**src/rtl/ps2_pkg.sv**
```systemverilog
// Shared constants and FIFO entry layout for the PS/2 receiver.
package ps2_pkg;

  localparam int unsigned PS2_FRAME_BITS = 11;
  localparam logic [7:0]  PS2_EXT_CODE   = 8'hE0;
  localparam logic [7:0]  PS2_BRK_CODE   = 8'hF0;

  typedef struct packed {
    logic [7:0] code;
    logic       ext;
    logic       brk;
  } entry_t;

endpackage

```
**src/rtl/ps2_sync_filter.sv**
```systemverilog
// Synchronises raw PS/2 clock/data, debounces the clock over FILTER_LEN
// samples and emits a one-cycle strobe with the data bit on each falling edge.
module ps2_sync_filter #(
  parameter int unsigned FILTER_LEN = 4
) (
  input  logic clk,
  input  logic clr,
  input  logic ps2_clk,
  input  logic ps2_data,
  output logic strobe,
  output logic bit_val
);

  localparam int unsigned CW = $clog2(FILTER_LEN + 1);

  logic [1:0]    clk_sync;
  logic [1:0]    dat_sync;
  logic          filt;
  logic [CW-1:0] cnt;

  always_ff @(posedge clk or posedge clr) begin
    if (clr) begin
      clk_sync <= '1;
      dat_sync <= '1;
      filt     <= 1'b1;
      cnt      <= '0;
      strobe   <= 1'b0;
      bit_val  <= 1'b0;
    end else begin
      clk_sync <= {clk_sync[0], ps2_clk};
      dat_sync <= {dat_sync[0], ps2_data};
      strobe   <= 1'b0;
      // Any sample agreeing with the filtered level restarts the run count.
      if (clk_sync[1] == filt) begin
        cnt <= '0;
      end else if (cnt == CW'(FILTER_LEN - 1)) begin
        filt <= clk_sync[1];
        cnt  <= '0;
        if (filt) begin
          strobe  <= 1'b1;
          bit_val <= dat_sync[1];
        end
      end else begin
        cnt <= cnt + 1'b1;
      end
    end
  end

endmodule

```
**src/rtl/ps2_rx_fifo.sv**
```systemverilog
// PS/2 device-to-host receiver with show-ahead FIFO and sticky error flags.
// Define PS2_RX_TAG_EN to fold E0/F0 prefixes into ext/brk tags per entry.
module ps2_rx_fifo
  import ps2_pkg::*;
#(
  parameter int unsigned FIFO_AW     = 3,
  parameter int unsigned FILTER_LEN  = 4,
  parameter int unsigned TIMEOUT_CYC = 100000
) (
  input  logic               clk,
  input  logic               clr,
  input  logic               ps2_clk,
  input  logic               ps2_data,
  input  logic               rdn,
  input  logic               clr_err,
  output logic [7:0]         data,
  output logic               ext,
  output logic               brk,
  output logic               ready,
  output logic [FIFO_AW:0]   level,
  output logic               overflow,
  output logic               parity_err,
  output logic               frame_err
);

  localparam int unsigned       DEPTH   = 2 ** FIFO_AW;
  localparam logic [FIFO_AW:0]  DEPTH_L = (FIFO_AW + 1)'(DEPTH);
  localparam int unsigned       TW      = $clog2(TIMEOUT_CYC + 1);
  localparam logic [3:0]        LAST    = 4'(PS2_FRAME_BITS - 1);

  logic               strobe, bit_val;
  logic [3:0]         bitcnt;
  logic [9:0]         shreg;
  logic [TW-1:0]      tcnt;
  logic [FIFO_AW-1:0] wr_ptr, rd_ptr;
  logic               frame_done, frame_bad, par_bad, frame_ok, timeout;
  logic               push_req, push, pop, ovf_set;
  logic [7:0]         rx_byte;

  ps2_sync_filter #(.FILTER_LEN(FILTER_LEN)) u_filter (
    .clk     (clk),
    .clr     (clr),
    .ps2_clk (ps2_clk),
    .ps2_data(ps2_data),
    .strobe  (strobe),
    .bit_val (bit_val)
  );

`ifdef PS2_RX_TAG_EN
  entry_t mem [DEPTH];
  entry_t wr_entry;
  logic   ext_pend, brk_pend;
  assign wr_entry = '{code: rx_byte, ext: ext_pend, brk: brk_pend};
  assign data     = mem[rd_ptr].code;
  assign ext      = mem[rd_ptr].ext;
  assign brk      = mem[rd_ptr].brk;
`else
  logic [7:0] mem [DEPTH];
  logic [7:0] wr_entry;
  assign wr_entry = rx_byte;
  assign data     = mem[rd_ptr];
  assign ext      = 1'b0;
  assign brk      = 1'b0;
`endif

  assign ready   = (level != '0);
  assign rx_byte = shreg[8:1];

  always_comb begin
    frame_done = strobe && (bitcnt == LAST);
    frame_bad  = frame_done && (shreg[0] != 1'b0 || bit_val != 1'b1);
    par_bad    = frame_done && !(^shreg[9:1]);
    frame_ok   = frame_done && !frame_bad && !par_bad;
    timeout    = !strobe && (bitcnt != '0) && (tcnt == TW'(TIMEOUT_CYC - 1));
`ifdef PS2_RX_TAG_EN
    push_req   = frame_ok && rx_byte != PS2_EXT_CODE && rx_byte != PS2_BRK_CODE;
`else
    push_req   = frame_ok;
`endif
    pop        = !rdn && ready;
    push       = push_req && (level < DEPTH_L || pop);
    ovf_set    = push_req && !push;
  end

  always_ff @(posedge clk or posedge clr) begin
    if (clr) begin
      bitcnt     <= '0;
      shreg      <= '0;
      tcnt       <= '0;
      wr_ptr     <= '0;
      rd_ptr     <= '0;
      level      <= '0;
      overflow   <= 1'b0;
      parity_err <= 1'b0;
      frame_err  <= 1'b0;
    end else begin
      if (strobe) begin
        tcnt <= '0;
        if (bitcnt == LAST) begin
          bitcnt <= '0;
        end else begin
          bitcnt <= bitcnt + 1'b1;
          shreg  <= {bit_val, shreg[9:1]};
        end
      end else if (timeout || bitcnt == '0) begin
        tcnt   <= '0;
        bitcnt <= '0;
      end else begin
        tcnt <= tcnt + 1'b1;
      end

      if (push) wr_ptr <= wr_ptr + 1'b1;
      if (pop)  rd_ptr <= rd_ptr + 1'b1;
      if (push && !pop)      level <= level + 1'b1;
      else if (pop && !push) level <= level - 1'b1;

      // A setting event wins over a coincident clr_err.
      overflow   <= (overflow   & ~clr_err) | ovf_set;
      parity_err <= (parity_err & ~clr_err) | par_bad;
      frame_err  <= (frame_err  & ~clr_err) | frame_bad | timeout;
    end
  end

`ifdef PS2_RX_TAG_EN
  always_ff @(posedge clk or posedge clr) begin
    if (clr) begin
      ext_pend <= 1'b0;
      brk_pend <= 1'b0;
    end else if (frame_ok) begin
      if (rx_byte == PS2_EXT_CODE) begin
        ext_pend <= 1'b1;
      end else if (rx_byte == PS2_BRK_CODE) begin
        brk_pend <= 1'b1;
      end else begin
        ext_pend <= 1'b0;
        brk_pend <= 1'b0;
      end
    end
  end
`endif

  always_ff @(posedge clk) begin
    if (push) mem[wr_ptr] <= wr_entry;
  end

endmodule

```
**config.mk**
```make
export PLATFORM = sky130hd
export DESIGN_NAME = ps2_rx_fifo
export DESIGN_NICKNAME = d
export VERILOG_FILES = /design/src/rtl/ps2_pkg.sv /design/src/rtl/ps2_sync_filter.sv /design/src/rtl/ps2_rx_fifo.sv
export SDC_FILE = /design/constraint.sdc
export NUM_CORES = 1
export LEC_CHECK = 0
export CORE_ASPECT_RATIO = 0.9
export CORE_MARGIN = 3
export CORE_UTILIZATION = 54
export DETAILED_ROUTE_END_ITERATION = 8
export PLACE_DENSITY = 0.79
export SLEW_MARGIN = 10
export SYNTH_ARGS = -nofsm -noshare
export SYNTH_HDL_FRONTEND = slang
export SYNTH_SLANG_ARGS = --single-unit
```
**constraint.sdc**
```tcl
create_clock -name clk -period 2.7 [get_ports clk]
set_clock_uncertainty 0.15 [all_clocks]
set_input_delay 0.27 -clock clk [delete_from_list [all_inputs] [get_ports clk]]
set_output_delay 0.27 -clock clk [all_outputs]
set_load 0.01 [all_outputs]
```
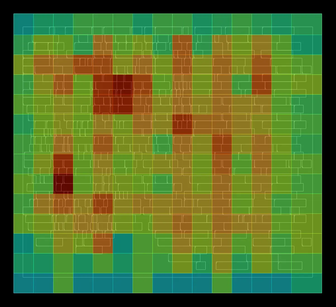
run_1/congestion_map.png
met2 usage in global routing: 31.6%
M3 GR Usage: 5.34%
GR Util met1: 25.3%
post-DR wirelength/cell: 17.3 µm

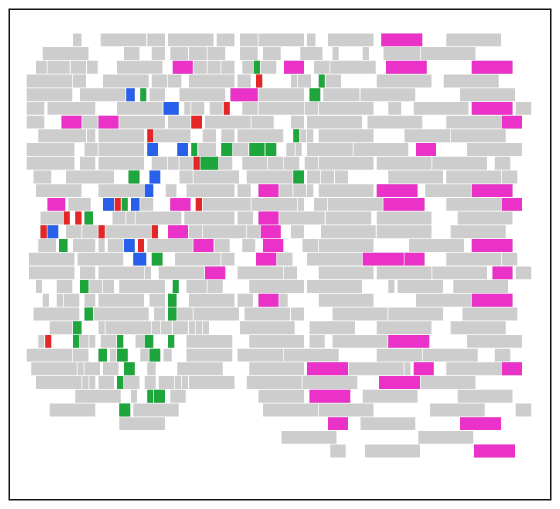
run_1/gates.png
[aoi and oai cells] blue | cells: 11 | most used: o22ai_1
[mux cells] magenta | cells: 40 | most used: mux2_2
[inv cells] red | cells: 14 | most used: inv_1
[nand cells] green | cells: 34 | most used: nand2_1

==> results.py, run 1 <==
# Synthesis and PnR figures
metrics = {
    "power_and_ir_drop": {
        "switching_share_pct": 20.8,
        "p_per_area_nw_per_um2": 703,
        "p_total_uw": 4350,
    },
    "logic_synthesis": {
        "synthFlopType": "edfxtp_1",
        "ys_sh_mux_pct": 12.7,
        "ys_area_um2": 4970,
        "ys_types": 41,
        "synth-seq-area-share_pct": 65.9,
        "yosysTopAreaCellShare_pct": 38.6,
    },
    "status": {
        "status": "finished with violations",
        "violations": "setup timing",
    },
    "worst_setup_path": {
        "crit_chain": "xnor2_1 > xnor3_2 > xnor2_4 > nand3_2 > inv_2 > ha_4 > inv_4 > ha_4 > a21o_1 > a21oi_2 > xnor2_1 > nor2_1 > xor2_1",
        "path_delay_family": "XOR/XNOR gates",
    },
    "sta": {
        "period_used_pct": 103,
        "finalSetupViolations": 2,
        "holdWs_ns": 0.00575,
        "final.setup.worst_slack_ns": -0.0807,
    },
    "final_layout": {
        "final_util_pct": 70.5,
        "area_growth_pct": 24.4,
        "logic_gates": 180,
        "drive_above_1_share_pct": 30.3,
        "sh_comb_area_pct": 26.2,
        "seq_share_pct": 53.1,
    },
    "min_path": {
        "hp-class": "in2async",
    },
    "die": {
        "dieArea_um2": 10400,
        "die_width_um": 107,
    },
    "clock_network": {
        "cts_tree": "yes",
        "post_cts_buffers": 7,
    },
    "drt": {
        "wl_met3_um": 322,
        "wirelength_mm": 8.97,
        "vias": 2789,
        "route.detailed.drc": 0,
    },
    "placed_design": {
        "place_ws_ns": -0.00497,
    },
    "run": {
        "drv_cap": 0,
    },
}
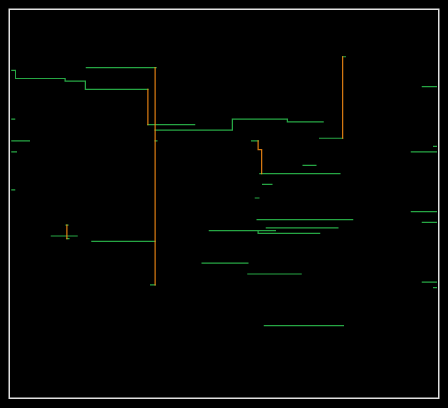
run_1/layers.png
Only two layers are drawn.
[M3] green | wire length: 322 µm
[M4] orange | wire length: 96.1 µm

-- run 1: worst max-delay path by stage --
stage,from,end,depth (start not counted)
2_1_floorplan,shreg[8],level[3],13
3_5_place_dp,shreg[8],level[3],13
3_3_place_gp,shreg[8],level[3],13
4_1_cts,shreg[6],level[3],13
5_1_grt,shreg[5],level[3],13
6_report,shreg[5],level[3],13
-- run 1: state kept, by name (all words and copies together) (netlist names) --
register / cells
bitcnt: 4
tcnt: 17
shreg: 10
u_filter.strobe: 1
level: 4
u_filter.filt: 1
rd_ptr: 3
wr_ptr: 3
u_filter.dat_sync: 2
mem: 64
u_filter.cnt: 3
frame_err: 1
u_filter.clk_sync: 2
u_filter.bit_val: 1
overflow: 1
parity_err: 1
run_1/ff_map.png
Scale bar: 20 µm.
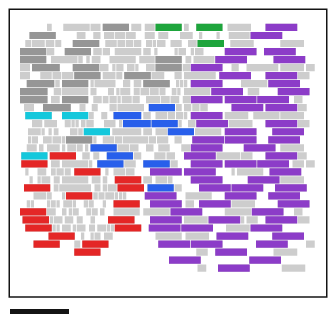

==> run 2, diff against run 1 <==
--- a/config.mk
+++ b/config.mk
@@ -6,7 +6,6 @@
 export NUM_CORES = 1
 export LEC_CHECK = 0
 export CORE_ASPECT_RATIO = 0.9
-export CORE_MARGIN = 3
 export CORE_UTILIZATION = 54
 export DETAILED_ROUTE_END_ITERATION = 8
 export PLACE_DENSITY = 0.79
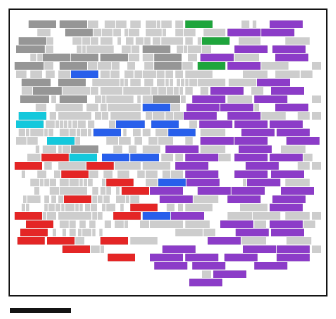
run_2/ff_map.png
Scale bar: 20 µm.
[mem] purple | flops: 64
[shreg] blue | flops: 10 | where: center
[bitcnt] cyan | flops: 4 | where: west
[rd_ptr] green | flops: 3
[tcnt] red | flops: 17
sequential power: 1960 µW
sequential share of cell area: 52.6%

==> run 2 against run 1 <==
- the flow still finishes with violations (setup timing)
- design area grew 0.91%
- area after synthesis unchanged
- sequential power is essentially flat
- register-to-register slack better by 0.07 ns
- synthesized cell count stayed put
- global-route usage up 2.7 points
- die size decreased by 7.7%
- critical path depth did not move
- clock power grew 3%
- largest cell class unchanged
- highest routed layer unchanged
==> results.py, run 2 <==
# Synthesis and PnR figures
metrics = {
    "final_layout": {
        "drive_above_1_share_pct": 30.8,
        "logic_gates": 180,
        "final_util_pct": 71.2,
        "top_regs": "mem x64, tcnt x17, shreg x10",
        "top_register": "mem",
    },
    "status": {
        "violations": "setup timing",
        "status": "finished with violations",
    },
    "worst_setup_path": {
        "path_delay_family": "XOR/XNOR gates",
        "worst-path-stages": 13,
        "crit_start": "shreg[5]",
    },
    "power_and_ir_drop": {
        "switching_share_pct": 20.1,
        "p_per_area_nw_per_um2": 708,
    },
    "sta": {
        "finalSetupViolations": 1,
        "final.setup.worst_slack_ns": -0.00581,
    },
    "clock_network": {
        "cts_tree": "yes",
    },
    "logic_synthesis": {
        "ys_area_um2": 4970,
        "synth-seq-area-share_pct": 65.9,
        "synthFlopType": "edfxtp_1",
    },
    "drt": {
        "wirelength_mm": 9.21,
        "route.detailed.drc": 0,
    },
    "die": {
        "die_width_um": 103,
    },
}
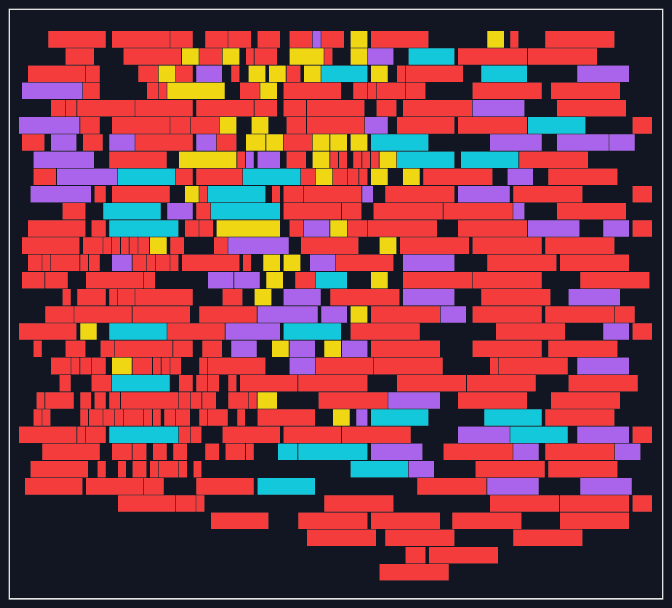
run_2/sizing.png
[x1 and smaller] red | cells: 278
[x6 and larger] cyan | cells: 25
[x3 and x4] yellow | cells: 43
[x2] purple | cells: 56

-- run 2: repair_timing --
item / in CTS / in global routing
hold buffers: 1 / 0
pin swaps: 6 / 5
resized: 11 / 2
setup buffers: 8 / 2
endpoints found under the hold margin: 49 / 0
endpoints found under the setup margin: 9 / 35
gates cloned: 0 / 0
-- run 2: cell families (layout without fill, tap and decap cells) --
family                   after synthesis  in the layout  synth area share, %
flip-flops                           118            118                 65.9
other                                  1              2               0.0754
AND-OR/OR-AND                         13             13                 1.64
buffers and inverters                 26            104                 2.19
adder cells (fa/ha/maj)               11             11                 2.92
multiplexers                          40             40                 12.7
XOR/XNOR                              32             32                 6.31
AND/OR/NAND/NOR                       82             82                 8.20
-- run 2: metal layers --
metal	track usage [%]	routed length [µm]
met3	6.13	315
met5	0	0
met1	29.0	4100
met4	7.51	121
met2	35.3	4680
No activity file was given, so power comes from the tool's default toggle rates.
